File: config.mk
export PLATFORM = sky130hd
export DESIGN_NAME = subword_mem_ctrl
export DESIGN_NICKNAME = d
export VERILOG_FILES = /design/src/rtl/subword_mem_ctrl.sv
export SDC_FILE = /design/constraint.sdc
export NUM_CORES = 1
export LEC_CHECK = 0
export CAP_MARGIN = 20
export CORE_MARGIN = 2
export CORE_UTILIZATION = 25
export CTS_CLUSTER_SIZE = 16
export DETAILED_ROUTE_END_ITERATION = 7
export PLACE_DENSITY = 0.52
export SKIP_CTS_REPAIR_TIMING = 1
export SLEW_MARGIN = 10
export SYNTH_ARGS = -nofsm -noshare
export SYNTH_HDL_FRONTEND = slang
export SYNTH_SLANG_ARGS = --single-unit
export TNS_END_PERCENT = 5
File: constraint.sdc
create_clock -name clk -period 7.9 [get_ports clk]
set_input_delay 0.79 -clock clk [delete_from_list [all_inputs] [get_ports clk]]
set_output_delay 0.79 -clock clk [all_outputs]
set_load 0.05 [all_outputs]
File: src/rtl/subword_mem_ctrl.sv
// Byte/halfword/word load-store sequencer onto a word-wide, big-endian data RAM.
// Build option SUBWORD_BE_EN: sub-word stores use byte enables (mem_be) instead of read-modify-write.
module subword_mem_ctrl #(
    parameter int ADDR_W      = 32,
    parameter int ACK_TIMEOUT = 255
) (
    input  logic              clk,
    input  logic              rst_n,
    input  logic              req,
    input  logic              we,
    input  logic [1:0]        size,
    input  logic              sign_ext,
    input  logic [ADDR_W-1:0] addr,
    input  logic [31:0]       wdata,
    output logic              busy,
    output logic              done,
    output logic              err,
    output logic [31:0]       rdata,
    output logic              mem_req,
    output logic              mem_we,
    output logic [ADDR_W-1:0] mem_addr,
    output logic [31:0]       mem_wdata,
`ifdef SUBWORD_BE_EN
    output logic [3:0]        mem_be,
`endif
    input  logic [31:0]       mem_rdata,
    input  logic              mem_ack
);

    localparam int CNT_W  = (ACK_TIMEOUT > 1) ? $clog2(ACK_TIMEOUT + 1) : 1;
    localparam int TERM_I = (ACK_TIMEOUT > 0) ? ACK_TIMEOUT - 1 : 0;
    localparam logic [CNT_W-1:0] TERM = TERM_I[CNT_W-1:0];
    localparam bit TMO_EN = (ACK_TIMEOUT != 0);

    typedef enum logic [1:0] {IDLE, RD, WR, DONE} state_t;

    state_t state, next_state;
    logic [CNT_W-1:0] cnt;
    logic set_err;

    logic we_q, byte_q, half_q, sext_q;
    logic [1:0] lane_q;
`ifndef SUBWORD_BE_EN
    logic [31:0] wdata_q;
    logic [31:0] merge_val;
`endif

    logic in_byte, in_half, misaligned, accept, ack, tmo_hit;
    logic [7:0]  sel_byte;
    logic [15:0] sel_half;
    logic [31:0] load_val;

    assign in_byte    = (size == 2'b00);
    assign in_half    = (size == 2'b01);
    assign misaligned = (in_half && addr[0]) || (size[1] && (addr[1:0] != 2'b00));
    assign accept     = (state == IDLE) && req;
    assign ack        = mem_ack && mem_req;
    // The ack check has priority over this terminal count in the FSM below.
    assign tmo_hit    = TMO_EN && (cnt == TERM);

    always_ff @(posedge clk or negedge rst_n) begin
        if (!rst_n) state <= IDLE;
        else        state <= next_state;
    end

    always_comb begin
        next_state = state;
        set_err    = 1'b0;
        case (state)
            IDLE: begin
                if (req) begin
                    if (misaligned) begin
                        next_state = DONE;
                        set_err    = 1'b1;
                    end
`ifdef SUBWORD_BE_EN
                    else if (we) next_state = WR;
`else
                    else if (we && size[1]) next_state = WR;
`endif
                    else next_state = RD;
                end
            end
            RD: begin
                if (ack) next_state = we_q ? WR : DONE;
                else if (tmo_hit) begin
                    next_state = DONE;
                    set_err    = 1'b1;
                end
            end
            WR: begin
                if (ack) next_state = DONE;
                else if (tmo_hit) begin
                    next_state = DONE;
                    set_err    = 1'b1;
                end
            end
            DONE:    next_state = IDLE;
            default: next_state = IDLE;
        endcase
    end

    // Lane selection is big-endian: lane 0 lives in bits 31:24.
    always_comb begin
        case (lane_q)
            2'b00:   sel_byte = mem_rdata[31:24];
            2'b01:   sel_byte = mem_rdata[23:16];
            2'b10:   sel_byte = mem_rdata[15:8];
            default: sel_byte = mem_rdata[7:0];
        endcase
        sel_half = lane_q[1] ? mem_rdata[15:0] : mem_rdata[31:16];
        if (byte_q)      load_val = {{24{sext_q & sel_byte[7]}}, sel_byte};
        else if (half_q) load_val = {{16{sext_q & sel_half[15]}}, sel_half};
        else             load_val = mem_rdata;
    end

`ifndef SUBWORD_BE_EN
    always_comb begin
        merge_val = mem_rdata;
        if (byte_q) begin
            case (lane_q)
                2'b00:   merge_val[31:24] = wdata_q[7:0];
                2'b01:   merge_val[23:16] = wdata_q[7:0];
                2'b10:   merge_val[15:8]  = wdata_q[7:0];
                default: merge_val[7:0]   = wdata_q[7:0];
            endcase
        end else if (half_q) begin
            if (lane_q[1]) merge_val[15:0]  = wdata_q[15:0];
            else           merge_val[31:16] = wdata_q[15:0];
        end else begin
            merge_val = wdata_q;
        end
    end
`endif

    always_ff @(posedge clk or negedge rst_n) begin
        if (!rst_n) begin
            cnt       <= '0;
            busy      <= 1'b0;
            done      <= 1'b0;
            err       <= 1'b0;
            rdata     <= '0;
            mem_req   <= 1'b0;
            mem_we    <= 1'b0;
            mem_addr  <= '0;
            mem_wdata <= '0;
            we_q      <= 1'b0;
            byte_q    <= 1'b0;
            half_q    <= 1'b0;
            sext_q    <= 1'b0;
            lane_q    <= 2'b00;
`ifdef SUBWORD_BE_EN
            mem_be    <= 4'b0000;
`else
            wdata_q   <= '0;
`endif
        end else begin
            busy    <= (next_state != IDLE);
            done    <= (next_state == DONE);
            err     <= set_err;
            mem_req <= (next_state == RD) || (next_state == WR);
            mem_we  <= (next_state == WR);

            if ((next_state != state) && ((next_state == RD) || (next_state == WR)))
                cnt <= '0;
            else if (((state == RD) || (state == WR)) && !ack)
                cnt <= cnt + 1'b1;

            if (accept) begin
                mem_addr <= {addr[ADDR_W-1:2], 2'b00};
                we_q     <= we;
                byte_q   <= in_byte;
                half_q   <= in_half;
                sext_q   <= sign_ext;
                lane_q   <= addr[1:0];
`ifdef SUBWORD_BE_EN
                if (in_byte)      mem_wdata <= {4{wdata[7:0]}};
                else if (in_half) mem_wdata <= {2{wdata[15:0]}};
                else              mem_wdata <= wdata;
                if (!we || size[1]) mem_be <= 4'b1111;
                else if (in_byte)   mem_be <= 4'b1000 >> addr[1:0];
                else                mem_be <= addr[1] ? 4'b0011 : 4'b1100;
`else
                wdata_q <= wdata;
                if (we && size[1]) mem_wdata <= wdata;
`endif
            end

            if ((state == RD) && ack) begin
                if (!we_q) rdata <= load_val;
`ifndef SUBWORD_BE_EN
                else       mem_wdata <= merge_val;
`endif
            end
        end
    end

endmodule

**Run 1: the clock network**

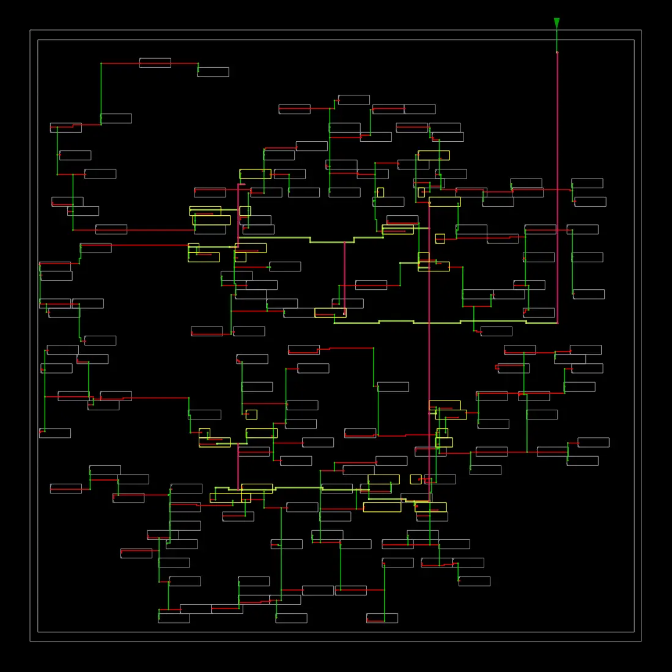
sequential cell count: 147
Layout Skew: 13.8 ps
clk latency late pin: 430 ps
CLK BUF: 18

**Run 1: wiring by layer**

Drawn at 3 px/um. Two of the layers only.
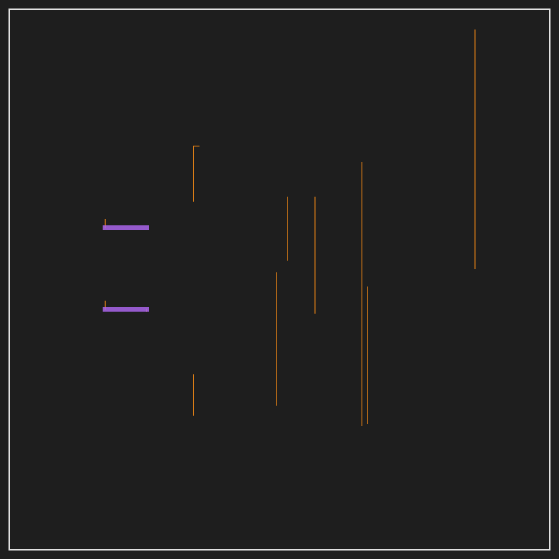
- orange: met4 (wire length 357 um)
- purple: met5 (wire length 27.6 um)
via count: 6408
Routed WL per cell: 19.6 um
final WL: 25.9 mm

**Run 1: the metal 2 layer**

Drawn at 2 px/um. Cells faint in the background.
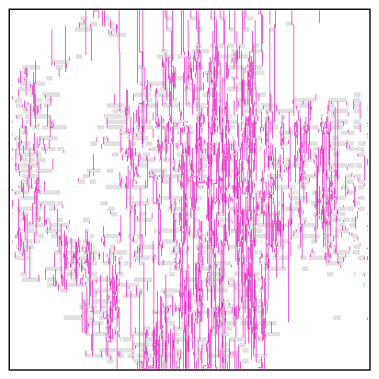
- main direction: vertical
- longest straight run: 57.3 um
- share of all routed wire: 45%
met2 GRT Util: 24.4%

==> flow_summary_export.csv, run 1 <==
group,metric,value,unit
critical_path,critPathBufInv,2,
critical_path,critPathLaunch,"size[1]",
critical_path,crit_fanout,11,
floorplanning,fp-utilization,25.3,%
cts,clk_pin_slew,70,ps
floorplanning,die_w,180,um
placement,portBuffers,202,
final_layout,diodes,0,
drt,viasPerCell,4.84,
pwr,p_leak,4.45,nW
yosys,ys_sh_aoi,15.7,%
timing,fin_tns_setup,0,ps
final_layout,nNetsFinal,1031,
yosys,yosys-stat-area,7710,um2
global_routing,grt_pass1_wl,40.0,mm
timing,fin_crit,3060,ps
placement,gp_congestion,0.789,
yosys,syn_avg_cell_area,10.4,um2
critical_path,worstSetupStartpointType,"input port",
cts,clock_path_buffers,2,
yosys,yosys_warnings,0,
cts,cts_max_level,4,
final_layout,fill_cells,3126,
flow_run,maxCapViolCount,0,
yosys,syn-instance-count,741,
final_layout,postLayoutCellArea,10600,um2
placement,placed_area,10000,um2
cts,cts_buffers,17,
cts,clock_sink_count,147,
flow_run,warning_count,34,
yosys,simple_gate_share,10.3,%
floorplanning,rows,64,
yosys,largest_area_cell,"dfrtp_1",
timing,rsz0062_at_grt,"no",
critical_path,reg2reg_depth,10,
yosys,topCellsByArea,"dfrtp_1 (48%), mux2_2 (9.8%), mux2i_1 (7.4%), nand2_1 (5.2%), a211oi_1 (3.3%)",
critical_path,max_stage_delay,580,ps
final_layout,drive_gt1_share,13.9,%
critical_path,reg2reg_to,"cnt[2]$_DFFE_PN0P_",
global_routing,grtUsageTotal,16.0,%
status,run_status,"finished, final reports clean",
yosys,logic_family,"multiplexers",
pwr,ir_drop,0.000193,V
critical_path,cp.depth,10,
critical_path,crit_type,"input port to flop",
yosys,edf_count,0,
yosys,synthMuxAreaShare,19.7,%
critical_path,critPathRequiredTime,8200,ps
timing,slew_headroom,33.5,%
final_layout,fin_cells,1325,
yosys,ff_type,"dfrtp_1",
critical_path,endpoint,"cnt[2]$_DFFE_PN0P_",
yosys,synth.cell_area,7710,um2
critical_path,rrSetupSlack,5000,ps
critical_path,crit_chain,"clkdlybuf4s50_1 > o21ai_1 > a21bo_2 > a31oi_4 > o31a_1 > inv_1 > ha_1 > o211ai_1 > mux2i_2 > a211oi_1",
min_path,min_path_type,"input port to asynchronous set/reset pin",
timing,hold_violations,0,
cts,cts_tree,"built",
timing,slew_viol_final,0,
yosys,ys_cells,741,
timing,finalSetupViolCount,0,
floorplanning,dieHeight,180,um
yosys,synth_top_area_share,47.7,%
global_routing,grt_max_degree,76,
drt,first_pass_iters,4,
timing,fin_crit_sh,38.8,%
final_layout,syn2layout_area_growth,37.8,%
final_layout,finish.utilization,34.9,%
drt,drtIter0Drc,446,
critical_path,critPathCaptureType,"flop",
global_routing,antenna_found_initial,2,
critical_path,path_delay_family,"AND-OR/OR-AND gates",
timing,tightest_slew,997,ps
yosys,ys_async_sr_fraction,100,%
placement,dp_cells,1293,
critical_path,slowest_stage,"clkdlybuf4s50_1",
floorplanning,ioPinCount,205,
drt,ant_nets,0,
timing,max_freq,0.326,GHz
critical_path,crit_arrival,3360,ps
cts,clockRootBuffer,"clkbuf_16",
placement,hpwl,18.2,mm
drt,post-route-drc-count,0,
critical_path,timing.rr.start,"state[1]$_DFF_PN0_",
floorplanning,fp.coreArea,30500,um2
yosys,yosys.area_share.adder,1.78,%
global_routing,grt_pass1_vias,6426,
yosys,yosys.area_share.xor_xnor,0.795,%
floorplanning,chip_area,32300,um2
global_routing,grt_overflow,0,
yosys,synth-seq-cells,147,
yosys,synthDistinctLibCells,43,
pwr,power_density,482,nW/um2
yosys,ys_seq_share,47.7,%
-- run 1: placed cells by master, fill, tap and decap left out, drive strengths merged --
| master | n |
|---|---|
| a211oi | 34 |
| a21bo | 1 |
| a21boi | 2 |
| a21o | 1 |
| a21oi | 41 |
| a31o | 1 |
| a31oi | 34 |
| a41oi | 1 |
| and3 | 1 |
| and4 | 2 |
| buf | 10 |
| bufinv | 2 |
| clkbuf | 18 |
| clkdlybuf4s50 | 201 |
| clkinv | 8 |
| clkinvlp | 2 |
| conb | 2 |
| dfrtp | 147 |
| ha | 11 |
| inv | 10 |
| mux2 | 67 |
| mux2i | 58 |
| mux4 | 8 |
| nand2 | 106 |
| nand2b | 5 |
| nand3 | 5 |
| nand4 | 4 |
| nor2 | 41 |
| nor2b | 8 |
| nor3 | 16 |
| o211ai | 1 |
| o21a | 24 |
| o21ai | 45 |
| o22ai | 2 |
| o31a | 1 |
| o31ai | 1 |
| or2 | 1 |
| xnor2 | 3 |
| xor2 | 4 |
-- run 1: worst reg2reg max path, cell delays in order (launching register included) --
cell and delay (ps):
dfrtp_1 450, inv_1 170, ha_1 390, a211oi_1 150, a31oi_4 200, o31a_1 210
inv_1 70, ha_1 480, o211ai_1 160, mux2i_2 370, a211oi_1 110
-- run 1: power breakdown --
| part | internal (mW) | leakage [nW] | switching (mW) |
|---|---|---|---|
| Clock | 0.477 | 0.287 | 0.356 |
| Combinational | 1.08 | 2.39 | 1.79 |
| Sequential | 1.12 | 1.77 | 0.290 |
| Total | 2.68 | 4.45 | 2.44 |
-- run 1: registers in the layout, summed over array words and instances, names as in the netlist --
signal and flops:
mem_wdata 32, rdata 32, wdata_q 32, mem_addr 30, cnt 8, lane_q 2, state 2, busy 1
byte_q 1, done 1, err 1, half_q 1, mem_req 1, mem_we 1, sext_q 1, we_q 1
-- run 1: per-layer routing --
| layer | track usage, % | routed length, um | vias to the layer above |
|---|---|---|---|
| met2 | 24.4 | 11700 | 214 |
| li1 | - | - | 3000 |
| met3 | 5.09 | 1920 | 25 |
| met4 | 4.13 | 356 | 4 |
| met1 | 22.0 | 12000 | 3165 |
| met5 | 0 | 27 | - |
-- run 1: Yosys cell counts, drive strengths merged (2+ instances only) --
cell type and n:
a211oi 34, a21boi 2, a21oi 41, a31oi 34
and4 2, buf 24, clkbuf 32, dfrtp 147
ha 11, inv 8, mux2 67, mux2i 58
mux4 8, nand2 106, nand2b 5, nand3 5
nand4 4, nor2 41, nor2b 8, nor3 16
o21a 24, o21ai 45, o22ai 2, xnor2 3
xor2 4
-- run 1: per-stage QoR --
step | setup WS, ps | power [mW] | hold slack (ps)
6_report | 4840 | 5.12 | 397
5_1_grt | 4600 | 5.42 | 446
4_1_cts | 4810 | 5.17 | 429
3_5_place_dp | 4370 | 4.31 | 479
3_3_place_gp | 4500 | 4.29 | 467
2_1_floorplan | 5160 | 3.39 | 480
-- run 1: cell type report --
type / count / area (um2) / share of cell area [%]
clock buffer: 18 / 439 / 4.13
clock inverter: 14 / 155 / 1.46
inverter: 8 / 30.0 / 0.282
multi-input combinational: 531 / 3740 / 35.2
sequential: 147 / 3680 / 34.6
tap: 396 / 495 / 4.66
timing repair buffer: 211 / 2090 / 19.7
**Run 1: I/O nets highlighted**

Drawn at 2 px/um.
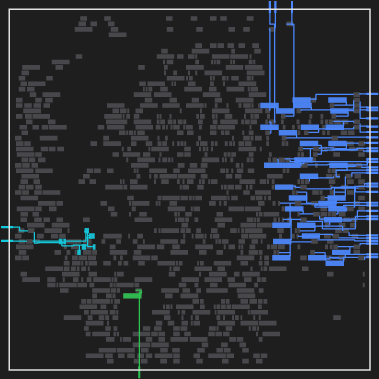

==> run 2: changes to the inputs <==
clock period = 3.19 ns   (was 7.9 ns; I/O delays follow)
**Run 2: I/O nets highlighted**

Drawn at 2 px/um.
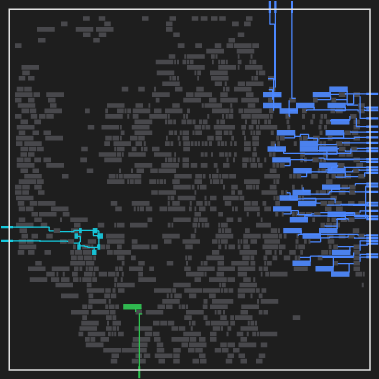
- blue: rdata (bits 32; direction output; edge 29 east, 3 north; end cells 32; buffers 32; wire 1030 um)
- cyan: size (bits 2; direction input; edge west; end cells 7; buffers 2; wire 109 um)
- green: err (bits 1; direction output; edge south; end cells 1; buffers 1; wire 33.2 um)
I/O pin count: 205
# port buffers: 202

==> flow_summary_export.csv, run 2 <==
group,metric,value,unit
timing,slew_headroom,45.1,%
drt,routed_wl,25.8,mm
final_layout,finish.utilization,35.2,%
timing,hold_violations,25,
pwr,p_int,6.72,mW
floorplanning,dieHeight,180,um
drt,ant_nets,0,
timing,rsz0062_at_grt,"no",
final_layout,top_regs,"mem_wdata: 32 flops, rdata: 32 flops, wdata_q: 32 flops",
yosys,topCellsByArea,"dfrtp_1 (48%), mux2_2 (9.8%), mux2i_1 (7.4%), nand2_1 (5.2%), a211oi_1 (3.3%)",
yosys,synthDistinctLibCells,43,
pwr,power.switching,6.02,mW
floorplanning,rows,64,
cts,cts_tree,"built",
critical_path,worstSetupStartpointType,"flop",
critical_path,critPathRequiredTime,3480,ps
critical_path,crit_chain,"inv_1 > ha_1 > a211oi_1 > a31oi_4 > o31a_1 > inv_1 > ha_1 > o211ai_1 > mux2i_2 > a211oi_1",
cts,cts_buffers,17,
final_layout,seqCellArea,3680,um2
timing,finalSetupViolCount,0,
status,violations,"hold timing",
yosys,synth_top_area_share,47.7,%
floorplanning,fp-utilization,25.3,%
final_layout,mi_logic_area,3740,um2
yosys,synth.cell_area,7710,um2
floorplanning,chip_area,32300,um2
floorplanning,die_w,180,um
critical_path,crit_type,"flop to flop",
timing,fin_crit,2910,ps
final_layout,final_cell_mix,"clkdlybuf4s50_1 (201), dfrtp_1 (146), nand2_1 (105), mux2_2 (67), mux2i_1 (57)",
yosys,edf_count,0,
yosys,yosys-stat-area,7710,um2
placement,placed_area,10100,um2
status,run_status,"finished with violations",
critical_path,path_delay_family,"adder cells",
timing,holdWs,-61.8,ps
timing,fin_tns_setup,0,ps
pwr,swShare,47.3,%
final_layout,lay_top_count,"clkdlybuf4s50_1",
drt,drtIter0Drc,490,
global_routing,grt_pass1_vias,6394,
critical_path,critPathBufInv,2,
critical_path,crit_arrival,3200,ps
pwr,power_density,1180,nW/um2
yosys,yosys_warnings,0,
drt,wl_per_cell,19.3,um
critical_path,crit_fanout,11,
cts,clkLatencyLatePin,430,ps
final_layout,fill_cells,3078,
drt,viasPerCell,4.79,
timing,fin_crit_sh,91.2,%
cts,clock_sink_count,147,
final_layout,nNetsFinal,1042,
pwr,pwr-share-comb,55.9,%
pwr,pwr-share-clk,16.2,%
yosys,largest_area_cell,"dfrtp_1",
pwr,ir_drop,0.000417,V
global_routing,grtUsageTotal,16.2,%
global_routing,grt_max_degree,83,
timing,slew_viol_final,0,
timing,max_freq,0.344,GHz
yosys,synth-seq-cells,147,
cts,clockRootBuffer,"clkbuf_16",
critical_path,critPathCaptureType,"flop",
timing,fin_skew,12.8,ps
-- run 2: cell types whose count changed in the layout (fill, tap and decap cells not counted) --
cell,delta
buf_4,+9
inv_6,+2
clkbuf_8,+1
diode_2,+1
buf_12,+2
clkinv_2,-1
clkinvlp_4,+2
clkinv_4,-4
-- run 2: worst paths after layout --
check / slack, ps / end / depth (start not counted) / from
min reg2reg: 490 / rdata[3]$_DFFE_PN0P_ / 2 / rdata[3]$_DFFE_PN0P_
max reg2reg: 280 / cnt[2]$_DFFE_PN0P_ / 10 / state[0]$_DFF_PN0_
min in group clk: 490 / mem_wdata[2]$_DFF_PN0_ / 3 / wdata[2]
max: 280 / cnt[2]$_DFFE_PN0P_ / 10 / state[0]$_DFF_PN0_
min: -60 / mem_wdata[1]$_DFF_PN0_ / 1 / rst_n
max in group asynchronous: 2430 / mem_addr[6]$_DFFE_PN0P_ / 2 / rst_n
-- run 2: logic make-up after synthesis --
logic type,share of synthesized area (%)
xor gates and xnor gates,0.795
DFF,47.7
and+or+nand+nor,10.3
buffers and inverters,3.99
other,0.0486
AOI/OAI and AO/OA,15.7
muxes,19.7
adders and majority gates,1.78
-- run 2: final cells by class --
type | count | area share, %
Antenna cell | 1 | 0.0233
Clock buffer | 19 | 4.21
Clock inverter | 13 | 1.37
Inverter | 8 | 0.279
Multi-Input combinational cell | 531 | 34.8
Sequential cell | 147 | 34.2
Tap cell | 396 | 4.61
Timing Repair Buffer | 222 | 20.5
-- run 2: per-stage QoR --
step                      cells  setup slack [ps]  hold WS, ps
after floorplan             742               453         23.4
after detailed placement   1304               173          453
after global placement     1304               246          452
final                      1337               280        -61.8
after CTS                  1336               287        -19.8
after global routing       1336              53.8       0.0219
-- run 2: power groups by stage --
stage / Combinational [mW] / Clock, mW / Sequential, mW
after floorplan: 2.90 / 0 / 5.49
after global placement: 7.14 / 0 / 3.56
after detailed placement: 7.16 / 0 / 3.58
after CTS: 7.19 / 2.14 / 3.56
after global routing: 7.60 / 2.22 / 3.68
final: 7.11 / 2.07 / 3.55
-- run 2: metal layers --
layer / share of wire (%) / GRT usage (%) / wire, um
met5: 0.12 / 0 / 30
met4: 1.4 / 4.10 / 354
met2: 45 / 24.2 / 11500
met3: 7.8 / 5.73 / 2010
met1: 46 / 22.2 / 11900
**Run 2: the clock network**

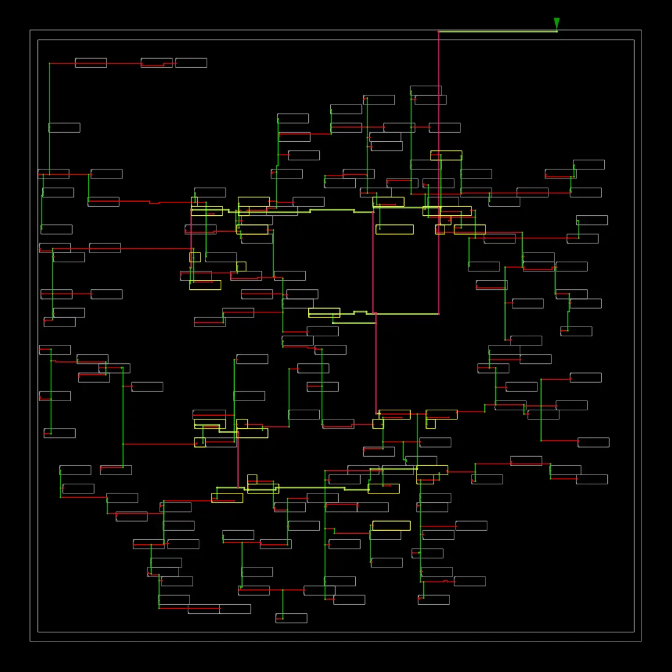

==> run 3: changes to the inputs <==
GPL_TIMING_DRIVEN = 0   (was default)
SKIP_CTS_REPAIR_TIMING = default   (was 1)
clock period = 3 ns   (was 3.19 ns; I/O delays follow)
**Run 3: the clock network**

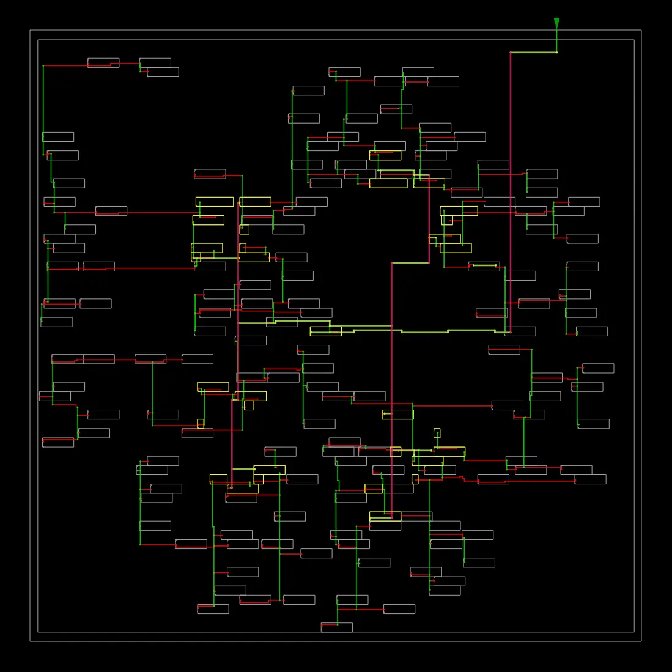
Power Clock: 2.25 mW
Layout Skew: 7.50 ps
CLK BUF: 19
Num CTS Buffers: 17
Sink Count: 147

==> flow_summary_export.csv, run 3 <==
group,metric,value,unit
yosys,top_cell,"dfrtp_1",
yosys,syn-instance-count,741,
pwr,pwr-share-seq,26.7,%
cts,clock_path_buffers,2,
critical_path,crit_arrival,3010,ps
timing,tightest_slew,727,ps
pwr,p_leak,4.56,nW
yosys,synth-seq-cells,147,
timing,rsz0062_at_grt,"no",
yosys,synth_top_area_share,47.7,%
drt,post-route-drc-count,0,
yosys,topCellsByArea,"dfrtp_1 (48%), mux2_2 (9.8%), mux2i_1 (7.4%), nand2_1 (5.2%), a211oi_1 (3.3%)",
drt,routed_wl,26.7,mm
status,run_status,"finished, final reports clean",
pwr,pwr-share-comb,57.0,%
floorplanning,dieHeight,180,um
placement,pre_cts_ws,-339,ps
final_layout,lay_top_count,"clkdlybuf4s50_1",
timing,fin_crit_sh,90.6,%
critical_path,crit_fanout,11,
final_layout,finish.utilization,35.8,%
min_path,min_path_type,"input port to asynchronous set/reset pin",
floorplanning,chip_area,32300,um2
flow_run,maxCapViolCount,0,
cts,cts_max_level,4,
yosys,largest_area_cell,"dfrtp_1",
yosys,syn_avg_cell_area,10.4,um2
pwr,swShare,47.1,%
critical_path,worstSetupStartpointType,"flop",
final_layout,top_regs,"mem_wdata: 32 flops, rdata: 32 flops, wdata_q: 32 flops",
yosys,ff_type,"dfrtp_1",
critical_path,critPathLaunch,"state[1]$_DFF_PN0_",
final_layout,final_cell_mix,"clkdlybuf4s50_1 (201), dfrtp_1 (147), nand2_1 (106), mux2_2 (67), mux2i_1 (57)",
critical_path,timing.rr.start,"state[1]$_DFF_PN0_",
yosys,common_cells,"dfrtp_1 (147), nand2_1 (106), mux2_2 (67)",
drt,drtIter0Drc,356,
placement,hpwl,20.3,mm
pwr,p_int,7.30,mW
flow_run,warning_count,34,
placement,dp_cells,1341,
drt,viasPerCell,4.76,
floorplanning,ioPinCount,205,
yosys,yosys_warnings,0,
cts,cts_tree,"built",
cts,clockRootBuffer,"clkbuf_16",
yosys,ys_seq_share,47.7,%
global_routing,grt_pass1_wl,41.1,mm
global_routing,grtUsageTotal,16.7,%
drt,ant_nets,0,
floorplanning,fp-utilization,25.3,%
floorplanning,rows,64,
yosys,ys_async_sr_fraction,100,%
final_layout,drive_gt1_share,14.4,%
placement,gp_congestion,0.836,
cts,clkLatencyLatePin,430,ps
pwr,total_power,13.8,mW
timing,fin_crit,2720,ps
timing,holdWs,399,ps
timing,max_freq,0.368,GHz
timing,hold_violations,0,
pwr,power_density,1260,nW/um2
yosys,yosys-stat-area,7710,um2
timing,setup_ws,282,ps
placement,placed_area,10300,um2
final_layout,fin_cells,1373,
pwr,pwr-share-clk,16.3,%
final_layout,syn2layout_area_growth,41.4,%
drt,wl_per_cell,19.5,um
cts,clk_pin_slew,70,ps
yosys,synthDistinctLibCells,43,
critical_path,critPathCaptureType,"flop",
critical_path,crit_type,"flop to flop",
pwr,ir_drop,0.000648,V
yosys,ys_cells,741,
global_routing,grt_max_degree,91,
global_routing,grt_pass1_vias,6740,
final_layout,nNetsFinal,1078,
floorplanning,die_w,180,um
yosys,edf_count,0,
yosys,synth.cell_area,7710,um2
global_routing,antenna_found_initial,3,
pwr,power.switching,6.50,mW
final_layout,postLayoutCellArea,10900,um2
timing,finalSetupViolCount,0,
placement,portBuffers,202,
drt,first_pass_iters,5,
drt,vias,6530,
timing,fin_tns_setup,0,ps
global_routing,grt_overflow,0,
timing,slew_viol_final,0,
critical_path,critPathRequiredTime,3290,ps
floorplanning,fp.coreArea,30500,um2
timing,slew_headroom,51.3,%
run 3: power by group through the flow:
| stage | logic (mW) | clock network, mW | registers [mW] |
|---|---|---|---|
| 3_3_place_gp | 7.78 | 0 | 3.70 |
| 5_1_grt | 8.40 | 2.39 | 3.82 |
| 2_1_floorplan | 3.08 | 0 | 5.84 |
| 3_5_place_dp | 7.83 | 0 | 3.72 |
| 4_1_cts | 7.89 | 2.31 | 3.70 |
| 6_report | 7.86 | 2.25 | 3.69 |
run 3: layout make-up:
| class | instances | area [um2] |
|---|---|---|
| timing repair buffer | 204 | 2060 |
| clock buffer | 19 | 453 |
| inverter | 8 | 30.0 |
| fill | 3045 | 19600 |
| buffer | 54 | 270 |
| clock inverter | 13 | 158 |
| antenna | 1 | 2.50 |
| tap | 396 | 495 |
| multi-input combinational | 531 | 3760 |
| sequential | 147 | 3680 |
run 3: logic make-up after synthesis:
kind of cell               count (synthesis)  synth area share (%)
buffers and inverters                     64                  3.99
muxes                                    133                  19.7
and+or+nand+nor                          189                  10.3
other                                      1                0.0486
AOI/OAI and AO/OA                        189                  15.7
xor gates and xnor gates                   7                 0.795
DFF                                      147                  47.7
adders and majority gates                 11                  1.78
run 3: what timing repair did:
action / 4_1_cts / 5_1_grt
hold buffers: 1 / 0
hold endpoints to repair: 57 / 0
gates resized: 1 / 4
setup endpoints to repair: 8 / 8
setup buffers: 0 / 0
run 3: path summary, 6_finish.rpt:
path / cells after the start / slack (ps) / end
max in group asynchronous: 3 / 1790 / mem_addr[23]$_DFFE_PN0P_
setup / recovery: 10 / 280 / cnt[4]$_DFFE_PN0P_
setup reg to reg: 10 / 280 / cnt[4]$_DFFE_PN0P_
hold reg to reg: 1 / 490 / rdata[17]$_DFFE_PN0P_
min in group clk: 3 / 470 / mem_wdata[2]$_DFF_PN0_
hold / removal: 2 / 400 / rdata[8]$_DFFE_PN0P_
run 3: worst max-delay path, cell delays in order (launching register included):
cell and delay, ps:
dfrtp_1 460, inv_1 200, ha_2 270, a211oi_1 120, a31oi_4 210, o31a_1 220, inv_1 80, ha_2 460
o211ai_1 170, mux2i_4 300, a211oi_1 100
run 3: routing by layer:
layer	track usage [%]	share of wire, %	wire, um
met3	4.82	8.0	2150
met4	4.62	1.6	420
met5	0	0.086	23
met2	26.3	46	12200
met1	22.2	45	11900
Power is estimated from default activity; no workload was simulated.
